`src/rtl/shift_right_iter_pkg.sv`:
```
// Shared FPU definitions for the iterative right shifter: datapath width,
// stage count and the sequencer state encoding.
package shift_right_iter_pkg;

  localparam int WIDTH  = 32;
  localparam int STAGES = 5;

  typedef enum logic [1:0] {
    IDLE  = 2'd0,
    SHIFT = 2'd1,
    DONE  = 2'd2
  } state_t;

endpackage

```
`src/rtl/shift_right_iter_rs.sv`:
```
// One binary-weighted right-shift stage: shifts by the single weight selected
// in the one-hot amount and reports whether any discarded bit was set.
module rs_stage
  import shift_right_iter_pkg::*;
(
  input  logic [WIDTH-1:0]  data,
  input  logic              fill,
  input  logic [STAGES-1:0] amt,
  input  logic              en,
  output logic [WIDTH-1:0]  result,
  output logic              lost
);

  // NOTE: every output gets a default before the case, so no latch is inferred.
  always_comb begin
    result = data;
    lost   = 1'b0;
    if (en) begin
      unique case (amt)
        5'b10000: begin result = {{16{fill}}, data[31:16]}; lost = |data[15:0]; end
        5'b01000: begin result = {{8{fill}},  data[31:8]};  lost = |data[7:0];  end
        5'b00100: begin result = {{4{fill}},  data[31:4]};  lost = |data[3:0];  end
        5'b00010: begin result = {{2{fill}},  data[31:2]};  lost = |data[1:0];  end
        5'b00001: begin result = {fill,       data[31:1]};  lost = data[0];     end
        default: ;
      endcase
    end
  end

endmodule

```
`src/rtl/shift_right_iter.sv`:
```
// Iterative 32-bit logical/arithmetic right shifter with sticky bit; one
// stage per cycle (weights 16,8,4,2,1) under a start/done handshake.
module shift_right_iter
  import shift_right_iter_pkg::*;
(
  input  logic              clk,
  input  logic              rst,
  input  logic              start,
  input  logic [WIDTH-1:0]  indata,
  input  logic [STAGES-1:0] shift,
  input  logic              arith,
  output logic              busy,
  output logic              done,
  output logic [WIDTH-1:0]  outdata,
  output logic              sticky
);

  state_t            state;
  logic [2:0]        k;
  logic [STAGES-1:0] amt_q;
  logic              sign_q;

  logic [2:0]        bit_idx;
  logic              stage_en;
  logic [STAGES-1:0] stage_amt;
  logic [WIDTH-1:0]  stage_data;
  logic              stage_lost;
  logic              accept;

  // Stage k consumes amount bit 4-k, so the largest weight is applied first.
  assign bit_idx   = 3'(STAGES - 1) - k;
  assign stage_en  = (state == SHIFT) && amt_q[bit_idx];
  assign stage_amt = stage_en ? (STAGES'(1) << bit_idx) : '0;

  // A start seen in the DONE cycle is taken directly so that held-high
  // requests are accepted every six cycles.
  assign accept = start && (state == IDLE || state == DONE);

  rs_stage u_stage (
    .data   (outdata),
    .fill   (sign_q),
    .amt    (stage_amt),
    .en     (stage_en),
    .result (stage_data),
    .lost   (stage_lost)
  );

  // NOTE: sequential state uses non-blocking assignments only; reset is
  // synchronous and wins over every other input.
  always_ff @(posedge clk) begin
    if (rst) begin
      state   <= IDLE;
      k       <= '0;
      amt_q   <= '0;
      sign_q  <= 1'b0;
      outdata <= '0;
      sticky  <= 1'b0;
      busy    <= 1'b0;
      done    <= 1'b0;
    end else begin
      done <= 1'b0;
      if (accept) begin
        outdata <= indata;
        amt_q   <= shift;
        sign_q  <= arith & indata[WIDTH-1];
        sticky  <= 1'b0;
        k       <= '0;
        busy    <= 1'b1;
        state   <= SHIFT;
      end else begin
        unique case (state)
          SHIFT: begin
            outdata <= stage_data;
            sticky  <= sticky | stage_lost;
            k       <= k + 3'd1;
            if (k == 3'(STAGES - 1)) begin
              state <= DONE;
              done  <= 1'b1;
            end
          end
          DONE: begin
            state <= IDLE;
            busy  <= 1'b0;
          end
          default: ;
        endcase
      end
    end
  end

endmodule

```
`config.mk`:
```
export PLATFORM = sky130hd
export DESIGN_NAME = shift_right_iter
export DESIGN_NICKNAME = d
export VERILOG_FILES = /design/src/rtl/shift_right_iter_pkg.sv /design/src/rtl/shift_right_iter_rs.sv /design/src/rtl/shift_right_iter.sv
export SDC_FILE = /design/constraint.sdc
export NUM_CORES = 1
export LEC_CHECK = 0
export CORE_ASPECT_RATIO = 1.2
export CORE_MARGIN = 2
export CORE_UTILIZATION = 67
export CTS_CLUSTER_SIZE = 20
export DETAILED_ROUTE_END_ITERATION = 10
export DONT_BUFFER_PORTS = 1
export PLACE_DENSITY = 0.8
export SLEW_MARGIN = 30
export SYNTH_ARGS = -nofsm -noshare
export SYNTH_HDL_FRONTEND = slang
export SYNTH_SLANG_ARGS = --single-unit
```
`constraint.sdc`:
```
create_clock -name clk -period 4.4 [get_ports clk]
set_input_delay 0.88 -clock clk [delete_from_list [all_inputs] [get_ports clk]]
set_output_delay 0.88 -clock clk [all_outputs]
set_load 0.01 [all_outputs]
```
==> images/final_congestion.png <==
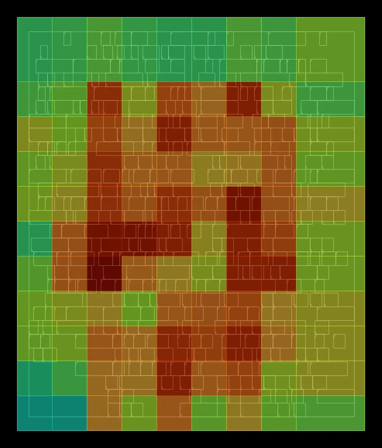
met3 usage in global routing: 8.630%
global routing usage on met2: 59.62%

==> images/clock_map.png <==
(6 px per µm)
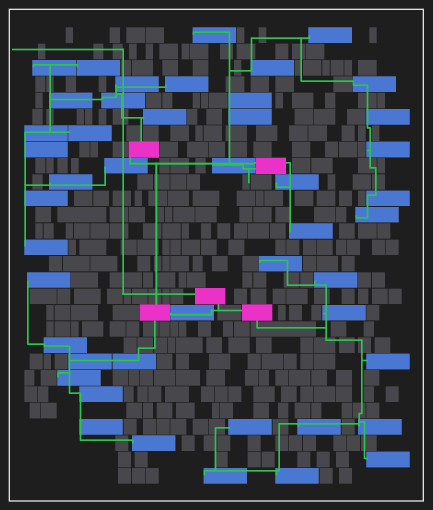
[flip-flops] blue | count: 46
[cells driving clock nets] magenta | count: 5
[clock wires] green | length: 555 µm
flops lie: spread over the die

==> images/wire_density.png <==
(4 px per µm) The die is cut into 14 by 16 equal tiles; white is low, dark blue is high, scaled to the fullest tile. Values are wire area over tile area, all layers added.
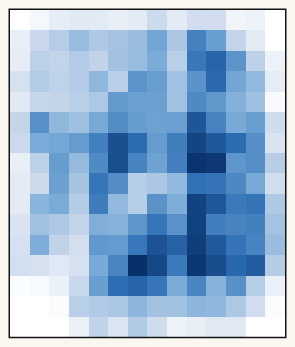
mean over tiles: 0.31
fullest tile: 0.74
nearly empty tiles: 4.5%
tiles over half the peak: 40%
emptiest ninth of the die: lower left

==> images/port_nets.png <==
(6 px per µm)
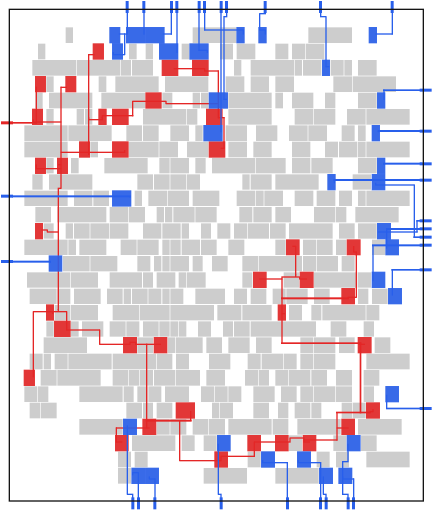
| port | colour | bits | direction | end cells | wire |
|---|---|---|---|---|---|
| `rst` | red | 1 | input | 37 | 332 µm |
| `indata` | blue | 32 | input | 33 | 302 µm |

==> images/gate_families.png <==
(4 px per µm)
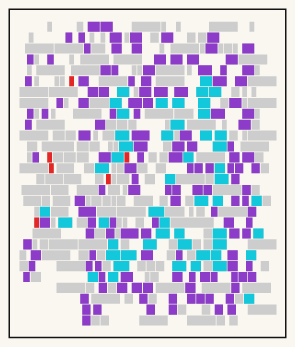
| family | colour | cells | most used |
|---|---|---|---|
| inverters | red | 6 | inv_1 |
| inverting AOI/OAI gates | purple | 139 | a211oi_1 |
| AND-OR and OR-AND gates | cyan | 51 | o21a_1 |

==> impl_results.rst <==
Run summary
-----------

.. list-table::
   :header-rows: 1

   * - Metric
     - Value
   * - Result of the run
     - finished, final reports clean
   * - Total track usage
     - 36.93%
   * - Power of the clock network
     - roughly 320 µW
   * - Unique cell types
     - 55
   * - Max capacitance violation total
     - 0
   * - Synth Area in Adders
     - 2.597%
   * - Mean number of vias per cell
     - 7.775
   * - Fill count
     - 410
   * - R2R setup slack
     - 1260 ps
   * - Peak supply drop
     - 0.2285 mV
   * - Clock Path Buffers
     - 2
   * - Critical path peak fanout
     - 25
   * - Power attributed to combinational cells
     - between 150 and 200 µW
   * - Most numerous cell types in the synthesized netlist
     - 46 x sky130_fd_sc_hd__dfxtp_1, 32 x sky130_fd_sc_hd__and2_1, 26 x sky130_fd_sc_hd__nand2_1
   * - Seq pwr
     - around 520 µW
   * - Iteration count of the initial detailed-routing pass
     - 6
   * - Type of the worst setup path
     - flip-flop to flip-flop
   * - Sequential-to-total area share from yosys stat
     - 27.31%
   * - Placed Instances
     - 440
   * - Seq pwr share
     - between 50% and 60%
   * - Dominant logic cell type in the layout
     - sky130_fd_sc_hd__dfxtp_1
   * - Count of antenna-violating nets left after detailed routing
     - 0
   * - Detailed route wirelength on metal3
     - 1136 µm
   * - Sinks on Clock Net
     - 46
   * - Cell depth of the worst flop-to-flop path
     - 7
   * - Power density over the cells
     - approximately 290 nW/µm²
   * - Chip area estimate from yosys synthesis
     - 3372 µm²
   * - Tapcells
     - 60
   * - Library cell contributing the largest single delay on the critical path
     - sky130_fd_sc_hd__and3_1
   * - Register with the most flip-flops
     - outdata
   * - Largest registers
     - outdata (32), amt_q (5), k (3)
   * - Initial antenna violation count
     - 0
   * - CTS HTree Levels
     - 2
   * - Final setup violation count
     - 0
   * - Horizontal die size
     - a little under 70 µm
   * - Post-synthesis simple-gate area fraction
     - 19.33%
   * - And-or/or-and share of the synthesized area
     - between 40% and 50%
   * - Worst Tran Pin Value
     - about 960 ps
   * - CTS root buffer
     - sky130_fd_sc_hd__clkbuf_8
   * - Data-path buffer share of cell area in the final layout
     - between 1.5 and 2%
   * - Number of standard cells after synthesis
     - roughly 420
   * - Leading cell kind
     - multi-input combinational cells
   * - Cell occurring most often along the worst timing path
     - sky130_fd_sc_hd__ha_1
   * - Seq Cell Count
     - 46
   * - Final standard cell utilization of the core
     - 69.31%
   * - Maximum number of pins on one net before global-route repair
     - 49
   * - Post-CTS Resized
     - 0
   * - Static power due to leakage
     - between 1 and 1.5 nW
   * - Post-synth top flop
     - sky130_fd_sc_hd__dfxtp_1
   * - Fraction of power spent switching nets
     - 31.20%
   * - Hold violation total from the final report
     - 0
   * - Series of cell instances along the critical path
     - inv_1, ha_1, ha_1, nor3b_1, and3_1, a221oi_1, a311oi_1
   * - Clock-cell share of area
     - 3.239%
   * - Overall via count from detail_route
     - roughly 3.5k
   * - Synthesis Warnings
     - 0
   * - Cell type with the largest total area
     - sky130_fd_sc_hd__dfxtp_1
   * - Post-CTS Setup Repair Bufs
     - 0
   * - Heaviest power group
     - sequential cells
   * - Met1 Resource Use GR
     - 47.32%
   * - Post-layout nets
     - ~440
   * - Xor/xnor cell area share of the yosys netlist
     - 0.2597%
   * - Cell total in the yosys stat output
     - 416
   * - Wire length of the first global-routing pass
     - 15,900 µm
   * - Delay of the slowest cell on the worst path
     - 850 ps
   * - Yosys reg bits
     - 46
   * - Syn-to-layout area delta
     - 0.8163%
   * - Final Instance Area
     - 3400 µm²
   * - Logic gate share of total power
     - 15.3%
   * - Leading cell types by total area after synthesis
     - sky130_fd_sc_hd__dfxtp_1 27%, sky130_fd_sc_hd__and2_1 5.9%, sky130_fd_sc_hd__a211oi_1 5.3%, sky130_fd_sc_hd__a221o_1 4.2%, sky130_fd_sc_hd__o21a_1 3.6%
   * - Origin of the worst min-delay path
     - amt_q[0]
   * - Total DRC errors in the routed layout
     - 0
   * - RSZ-0062 raised after global routing
     - no
   * - Total negative setup slack
     - 0 ps
   * - Total overflow reported by the global router
     - 0
   * - Family with the most delay on the worst path
     - simple AND/OR/NAND/NOR gates
   * - Number of logic inverters in the finished layout
     - 6
   * - Count of buffers inserted at the top-level ports
     - 0
   * - Internal power of the cells
     - approximately 680 µW
   * - Worst slack at placement
     - 1369 ps
   * - Arrival time reported for the critical path endpoint
     - 3320 ps
   * - Gp weighted congestion
     - 0.9716
   * - Flop area
     - 920.9 µm²
   * - Post-CTS Hold Buffers
     - 0
   * - Buffers, non-clock
     - 7
   * - Least setup slack across all paths after layout
     - 1265 ps
   * - Area share of the largest cell type after synthesis
     - a little over a quarter
   * - Buffers & Inverters on Critical Path
     - 1
   * - TritonCTS buffer count
     - 5
   * - Clock tree from TritonCTS
     - yes
   * - Antenna diode count
     - 0
   * - Share of flip-flops with an asynchronous set or reset
     - 0%
   * - Critical Path Stages
     - 7
   * - Number of nets at floorplan
     - around 460
   * - Initial DRC count
     - roughly 600
   * - Endpoint of the most critical register-to-register path
     - sticky
   * - Number of logic gates
     - 321
   * - Height of the chip
     - 81.72 µm
   * - Standard cell core area
     - 4905 µm²
   * - Largest register FFs
     - 32
   * - Netlist area before placement
     - roughly 3400 µm²
   * - Dominant kind of combinational cell
     - AND-OR/OR-AND gates
   * - Post-route minimum period
     - 3135 ps
   * - Uppermost layer routed
     - met4
   * - Initial standard-cell utilization of the core
     - between 60% and 70%
   * - Hold Crit Depth
     - 2
   * - Capture point of the critical path
     - sticky
   * - Number of warning messages in the logs
     - 31
   * - Crit path capture type
     - flip-flop
   * - Launching element type of the critical path
     - flip-flop
   * - Number of global-route vias before repair
     - 3,118
   * - Fmax
     - 0.3190 GHz
   * - Number of top-level pins
     - around 76
   * - Origin of the critical flop-to-flop path
     - k[0]
   * - Area post-placement
     - 3289 µm²
   * - Multi-input gate share of total cell area
     - approximately 65%
   * - Startpoint of the most critical setup path
     - k[0]
   * - Overall Power
     - 983.4 µW
   * - Synthesized area per cell
     - a little over 8 µm²
   * - Final-report max-slew violation count
     - 0
   * - Clock Power Share
     - 32.2%
   * - Area used by multi-input combinational logic
     - 2218 µm²
   * - Most numerous cell in the Yosys netlist
     - sky130_fd_sc_hd__dfxtp_1
   * - Final std cells w/o fill
     - 448
Power figures rest on the tool's default switching activity, not on a simulated workload.
